==> config.mk <==
export PLATFORM = sky130hd
export DESIGN_NAME = lsu_mem_stage
export DESIGN_NICKNAME = d
export VERILOG_FILES = /design/src/rtl/lsu_mem_stage.sv
export SDC_FILE = /design/constraint.sdc
export NUM_CORES = 1
export LEC_CHECK = 0
export ABC_AREA = 1
export ABC_CLOCK_PERIOD_IN_PS = 2240
export CAP_MARGIN = 15
export CORE_MARGIN = 5
export CORE_UTILIZATION = 45
export DETAILED_ROUTE_END_ITERATION = 10
export GPL_TIMING_DRIVEN = 0
export PLACE_DENSITY = 0.81
export RECOVER_POWER = 50
export SLEW_MARGIN = 20
export SYNTH_ARGS = -nofsm -noshare
export SYNTH_HDL_FRONTEND = slang
export SYNTH_SLANG_ARGS = --single-unit
==> constraint.sdc <==
create_clock -name clk -period 2.24 [get_ports clk]
set_clock_uncertainty 0.2 [all_clocks]
set_input_delay 0.224 -clock clk [delete_from_list [all_inputs] [get_ports clk]]
set_output_delay 0.224 -clock clk [all_outputs]
set_load 0.01 [all_outputs]
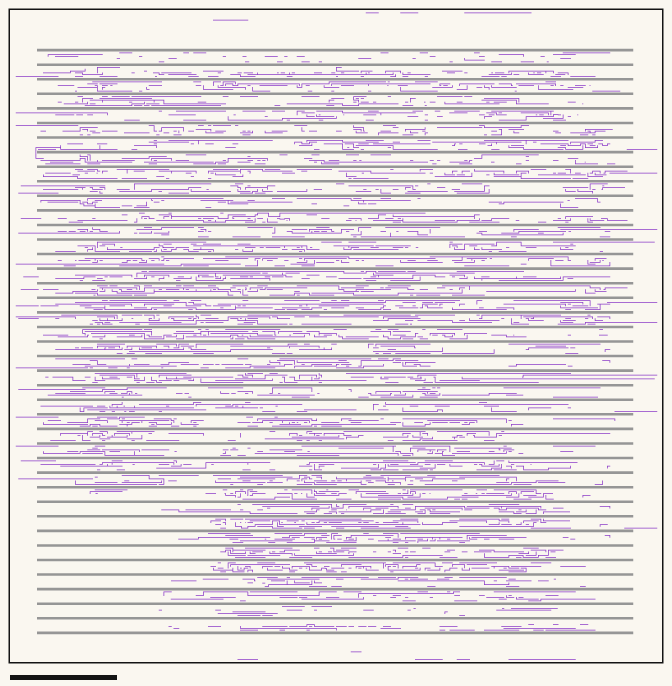
**Above:** run 1 (the metal 1 layer).
Scale bar: 20 um. Supply wires on this layer in gray.
main direction: horizontal
nets with wire on the layer: 1031
via count of the routed design: 6094
final wirelength: 18700 um
met1 Use GR: 32.2%

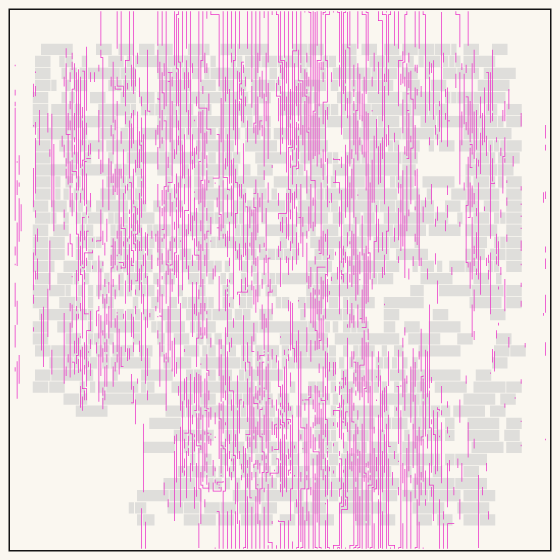
**Above:** run 1 (M2 wires).
main direction: vertical
longest straight run: 49.5 um
share of all routed wire: 47%
met2 usage: 39.4%

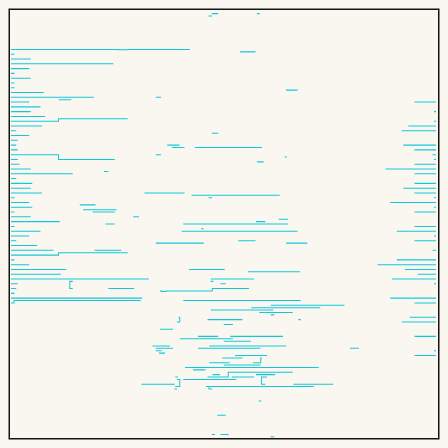
**Above:** run 1 (the metal 3 layer).
share of all routed wire: 7.8%
main direction: horizontal
nets with wire on the layer: 152
longest straight run: 38.9 um
wire length on this layer: 1450 um
GR met3 Demand/Resource: 5.48%

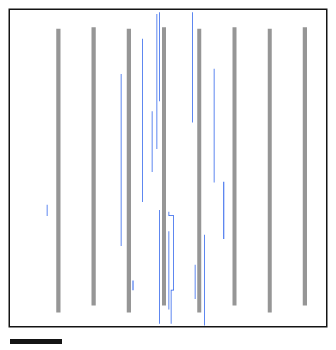
**Above:** run 1 (met4 routing).
Scale bar: 20 um. Supply wires on this layer in gray.
nets with wire on the layer: 13
main direction: vertical
share of all routed wire: 2.8%
wire length on this layer: 519 um
longest straight run: 66.0 um

==> tab_implementation.tex, run 1 <==
% Generated from flow reports
\begin{tabular}{lr}
\hline
Metric & Value \\
\hline
\multicolumn{2}{l}{\textbf{Power}} \\
Power share of the clock group & 19.4\% \\
Final Total Pwr & between 0.008 and 0.009 W \\
Leading power group & combinational cells \\
Switch Pwr & approximately 0.0037 W \\
Power dissipated in the clock network & between 0.0015 and 0.002 W \\
\multicolumn{2}{l}{\textbf{Floorplan}} \\
Row cnt & around 40 \\
Die W & roughly 120 um \\
Top-level I/O count & around 210 \\
Initial Utilization & between 40\% and 50\% \\
Vertical extent of the die & between 100 and 150 um \\
Standard cell core area & about 12000 um\^{}2 \\
\multicolumn{2}{l}{\textbf{CTS}} \\
Clk sink count & 110 \\
Maximum level of the CTS H-tree & 3 \\
Maximum number of buffers from clock root to sink & 2 \\
CTS clk-pin slew, worst paths & around 70 ps \\
Total of cells resized after clock tree synthesis & 6 \\
Num CTS Buffers & 9 \\
\multicolumn{2}{l}{\textbf{Worst hold path}} \\
Count of cells along the worst hold path & 3 \\
Class of the tightest hold or removal check & input port to register \\
\multicolumn{2}{l}{\textbf{STA}} \\
Highest clock rate & 0.468 GHz \\
Setup repair after global routing missed its margin & false \\
Slew headroom & a little over half \\
Share of the clock period used by the worst path & between 90 and 100\% \\
Final hold violation count & 0 \\
\multicolumn{2}{l}{\textbf{Final layout}} \\
Non-CTS inverters & around 97 \\
Multi-input combinational gate total & between 500 and 600 \\
Flip-flop and latch count & about 110 \\
Clock network area share & under 10\% \\
Repair and plain buffers & between 200 and 300 \\
Growth of design area from synthesis to finish & 47.3\% \\
Total area of sequential cells & 2210 um\^{}2 \\
Layout cells sized above 1 & around a tenth \\
Non-clock buffer area fraction after layout & between 20\% and 30\% \\
\multicolumn{2}{l}{\textbf{Critical path}} \\
Largest stage delay, worst path & 360 ps \\
Worst reg-to-reg setup slack & 110 ps \\
Element type at the critical path end & register \\
CP Launch Type & register \\
Series of cell instances along the critical path & inv\_1, ha\_2, inv\_1, a21oi\_4, buf\_4, buf\_2, nand3\_1, a21oi\_1 \\
Data required, critical path & 2310 ps \\
Path depth of the worst reg2reg path & 8 \\
Worst-path cell with the longest stage delay & sky130\_fd\_sc\_hd\_\_dfxtp\_4 \\
Library cell appearing most often on the critical path & sky130\_fd\_sc\_hd\_\_inv\_1 \\
\multicolumn{2}{l}{\textbf{Job}} \\
Max-Cap Viols & 0 \\
Number of warning messages in the logs & 32 \\
\multicolumn{2}{l}{\textbf{Global routing}} \\
Global-route wire length before repair & 28900 um \\
Global-route usage over all layers & approximately a quarter \\
\multicolumn{2}{l}{\textbf{Drt}} \\
Number of nets still failing antenna checks after routing & 0 \\
1st-pass router iterations & 6 \\
Number of vias per cell & $\sim$5.0 \\
Remaining routing DRC violations & 0 \\
\multicolumn{2}{l}{\textbf{Placement}} \\
Placement Setup Slack & -365 ps \\
Inst Count DP & between 1k and 1.5k \\
Routability congestion estimate & approximately 1 \\
Detailed-placement wirelength estimate & between 10000 and 15000 um \\
Area post-placement & approximately 8000 um\^{}2 \\
\multicolumn{2}{l}{\textbf{Logic synthesis}} \\
Count of mapped cells out of synthesis & 819 \\
Number of register bits inferred by synthesis & between 100 and 150 \\
Chip Area, Yosys & about 5600 um\^{}2 \\
Share of the synthesized area in the top cell type & 39.2\% \\
Cell variety after synth & 27 \\
Syn\_area\_per\_cell & between 6 and 7 um\^{}2 \\
Mapped cell area & approximately 5600 um\^{}2 \\
\multicolumn{2}{l}{\textbf{Outcome}} \\
Run status & completed \\
\hline
\end{tabular}
[run 1: metal layers]
| layer | part of all wire, % | wire length, um |
|---|---|---|
| met1 | 43 | 7950 |
| met2 | 47 | 8730 |
| met4 | 2.8 | 518 |
| met3 | 7.8 | 1450 |
| met5 | 0.070 | 13 |
[run 1: cells in the final DEF (no fill, tap or decap), drive strengths merged, types with 6 or more instances in the layout]
| cell | netlist | routed |
|---|---|---|
| a21oi | 106 | 106 |
| a31oi | 23 | 23 |
| buf | 34 | 35 |
| clkbuf | 24 | 33 |
| clkdlybuf4s50 | 0 | 104 |
| dfxtp | 110 | 110 |
| dlygate4sd3 | 0 | 100 |
| ha | 8 | 8 |
| inv | 97 | 97 |
| nand2 | 209 | 209 |
| nand3 | 84 | 84 |
| nand4 | 6 | 6 |
| nor2 | 77 | 77 |
| o211ai | 8 | 8 |
| o21ai | 21 | 21 |
[run 1: critical path: cells and delay by family (launching register included)]
| kind | cells | cell delay, ps |
|---|---|---|
| flip-flops | 1 | 360 |
| adder cells (fa/ha/maj) | 1 | 290 |
| AND/OR/NAND/NOR | 1 | 100 |
| buffers and inverters | 4 | 640 |
| AND-OR/OR-AND | 2 | 460 |
[run 1: kinds of logic (layout without fill, tap and decap cells)]
kind of cell,count (synthesis),in the layout,share of synthesized area (%)
simple gates,382,382,29.8
compound gates,163,163,17.1
buf+inv,155,377,12.0
flops,110,110,39.2
fa+ha+maj,8,8,1.78
other cells,1,3,0.0668
[run 1: synth_stat cells, drive strengths merged]
cell,number
nand2,209
dfxtp,110
a21oi,106
inv,97
nand3,84
nor2,77
buf,34
clkbuf,24
a31oi,23
o21ai,21
ha,8
o211ai,8
nand4,6
nor3,3
o22ai,3
or2,3
a32oi,1
conb,1
o21a,1
==> inputs of run 2 (changes only) <==
Settings changed: SLEW_MARGIN 20 to not set.
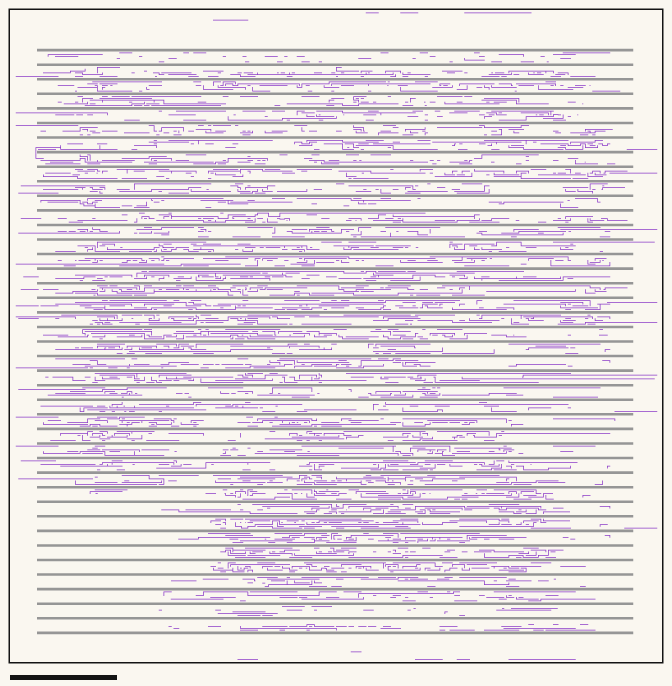
**Above:** run 2 (the metal 1 layer).
Scale bar: 20 um. Supply wires on this layer in gray.
nets with wire on the layer: 1031
share of all routed wire: 43%
main direction: horizontal
wire length on this layer: 7950 um

==> run 2 against run 1 <==
- sequential cell count unchanged
- register-to-register slack about the same
- synthesized area did not move
- largest cell class unchanged
- routed wire length stayed put
- synthesized cell count stayed put
- cell count stayed put
- via count unchanged
==> tab_implementation.tex, run 2 <==
% Generated from flow reports
\begin{tabular}{lr}
\hline
Metric & Value \\
\hline
\multicolumn{2}{l}{\textbf{Critical path}} \\
CP Launch Type & register (unchanged) \\
Worst-path cell with the longest stage delay & sky130\_fd\_sc\_hd\_\_dfxtp\_4 (unchanged) \\
Worst reg-to-reg setup slack & 110 ps (about the same) \\
Critical path buffer and inverter count & 4 (unchanged) \\
Data required, critical path & 2310 ps (about the same) \\
Top cell family by delay on the critical path & buffers and inverters (unchanged) \\
WP depth & 8 (unchanged) \\
Series of cell instances along the critical path & inv\_1, ha\_2, inv\_1, a21oi\_4, buf\_4, buf\_2, nand3\_1, a21oi\_1 (unchanged) \\
Library cell appearing most often on the critical path & sky130\_fd\_sc\_hd\_\_inv\_1 (unchanged) \\
Largest stage delay, worst path & 360 ps (about the same) \\
Element type at the critical path end & register (unchanged) \\
\multicolumn{2}{l}{\textbf{Logic synthesis}} \\
Area fraction in and, or, nand and nor cells after synthesis & 29.8\% (unchanged) \\
Syn\_area\_per\_cell & 6.86 um\^{}2 (unchanged) \\
Top logic family & simple AND/OR/NAND/NOR gates (unchanged) \\
Cell variety after synth & 27 (unchanged) \\
Most used standard cell by instance count after synthesis & sky130\_fd\_sc\_hd\_\_nand2\_1 (unchanged) \\
FFs w/ async S/R, synth & 0\% (unchanged) \\
Share of synthesized cell area in and-or and or-and compound cells & 17.1\% (unchanged) \\
Multiplexer fraction of the synthesized cell area & 0\% (unchanged) \\
Flip-flops with a built-in enable & 0 (unchanged) \\
Count of mapped cells out of synthesis & 819 (unchanged) \\
Most frequent cells after synthesis & 207 x sky130\_fd\_sc\_hd\_\_nand2\_1, 110 x sky130\_fd\_sc\_hd\_\_dfxtp\_1, 92 x sky130\_fd\_sc\_hd\_\_inv\_1 (unchanged) \\
Number of register bits inferred by synthesis & 110 (unchanged) \\
\multicolumn{2}{l}{\textbf{Final layout}} \\
Growth of design area from synthesis to finish & 47.3\% (unchanged) \\
Layout cells sized above 1 & 10.5\% (unchanged) \\
Dominant logic cell type in the layout & sky130\_fd\_sc\_hd\_\_nand2\_1 (unchanged) \\
\multicolumn{2}{l}{\textbf{Power}} \\
Power dissipated in the clock network & 0.00175 W (about the same) \\
Leading power group & combinational cells (unchanged) \\
\multicolumn{2}{l}{\textbf{CTS}} \\
Num CTS Buffers & 9 (unchanged) \\
Maximum number of buffers from clock root to sink & 2 (unchanged) \\
Clk sink count & 110 (unchanged) \\
\multicolumn{2}{l}{\textbf{Floorplan}} \\
Initial Utilization & 46.4\% (unchanged) \\
Die W & 122 um (unchanged) \\
Top-level I/O count & 211 (unchanged) \\
Standard cell core area & 12100 um\^{}2 (unchanged) \\
Vertical extent of the die & 122 um (unchanged) \\
\multicolumn{2}{l}{\textbf{Placement}} \\
Detailed-placement wirelength estimate & 14300 um (unchanged) \\
Routability congestion estimate & 0.996 (unchanged) \\
\multicolumn{2}{l}{\textbf{Job}} \\
Max-Cap Viols & 0 (unchanged) \\
Number of warning messages in the logs & 32 (unchanged) \\
\multicolumn{2}{l}{\textbf{Global routing}} \\
Global-route wire length before repair & 28900 um (unchanged) \\
Global-route usage over all layers & 24.6\% (unchanged) \\
\multicolumn{2}{l}{\textbf{Drt}} \\
Number of nets still failing antenna checks after routing & 0 (unchanged) \\
Via count of the routed design & 6094 (unchanged) \\
1st-pass router iterations & 6 (unchanged) \\
Number of vias per cell & 5.03 (unchanged) \\
\multicolumn{2}{l}{\textbf{STA}} \\
Setup repair after global routing missed its margin & false (unchanged) \\
Slew headroom & 52.2\% (unchanged) \\
\multicolumn{2}{l}{\textbf{Worst hold path}} \\
Class of the tightest hold or removal check & input port to register (unchanged) \\
\multicolumn{2}{l}{\textbf{Outcome}} \\
Run status & completed (unchanged) \\
\hline
\end{tabular}
==> run 2: cells by family (layout without fill, tap and decap cells) <==
group | Yosys count | in the layout
AND/OR/NAND/NOR | 382 | 382
AND-OR/OR-AND | 163 | 163
buffers and inverters | 155 | 377
flip-flops | 110 | 110
adder cells (fa/ha/maj) | 8 | 8
other | 1 | 3
==> run 2: tightest hold or removal path, cell delays in order <==
cell                             delay (ps)
sky130_fd_sc_hd__dlymetal6s2s_1         170
sky130_fd_sc_hd__inv_1                  120
sky130_fd_sc_hd__a21oi_1                 70
==> run 2: cell type report <==
class / count / area [um^2] / share of cell area (%)
diodes: 1 / 2.50 / 0.0302
plain buffers: 55 / 299 / 3.61
multi-input cells: 555 / 2770 / 33.5
clock buffers: 10 / 239 / 2.89
flip-flops and latches: 110 / 2210 / 26.7
well taps: 168 / 210 / 2.54
clock inverters: 5 / 83.8 / 1.01
repair buffers: 210 / 2100 / 25.4
inverters: 97 / 364 / 4.40
==> run 2: repair_timing <==
action,CTS,global route
setup endpoints to repair,3,62
setup buffers,0,3
resized,6,8
pin swaps,0,1
==> run 2: through the flow <==
stage               setup slack [ps]  std cells  hold WS [ps]  area, um^2  total power [W]
detailed placement              -365       1195           253        7900          0.00729
finish                           105       1211          75.2        8280          0.00898
global placement                -334       1195           248        7900          0.00721
floorplan                        386        820           191        5620          0.00548
CTS                             22.6       1209          75.8        8240          0.00907
global route                    67.6       1211          82.1        8280          0.00954
==> run 2: layer usage <==
layer / global-route usage, % / vias to the layer above / wire length [um]
met1: 32.2 / 2755 / 7950
met4: 9.66 / 2 / 518
li1: - / 3061 / -
met2: 39.4 / 242 / 8730
met5: 0 / - / 13
met3: 5.48 / 34 / 1450
Power is estimated from default activity; no workload was simulated.
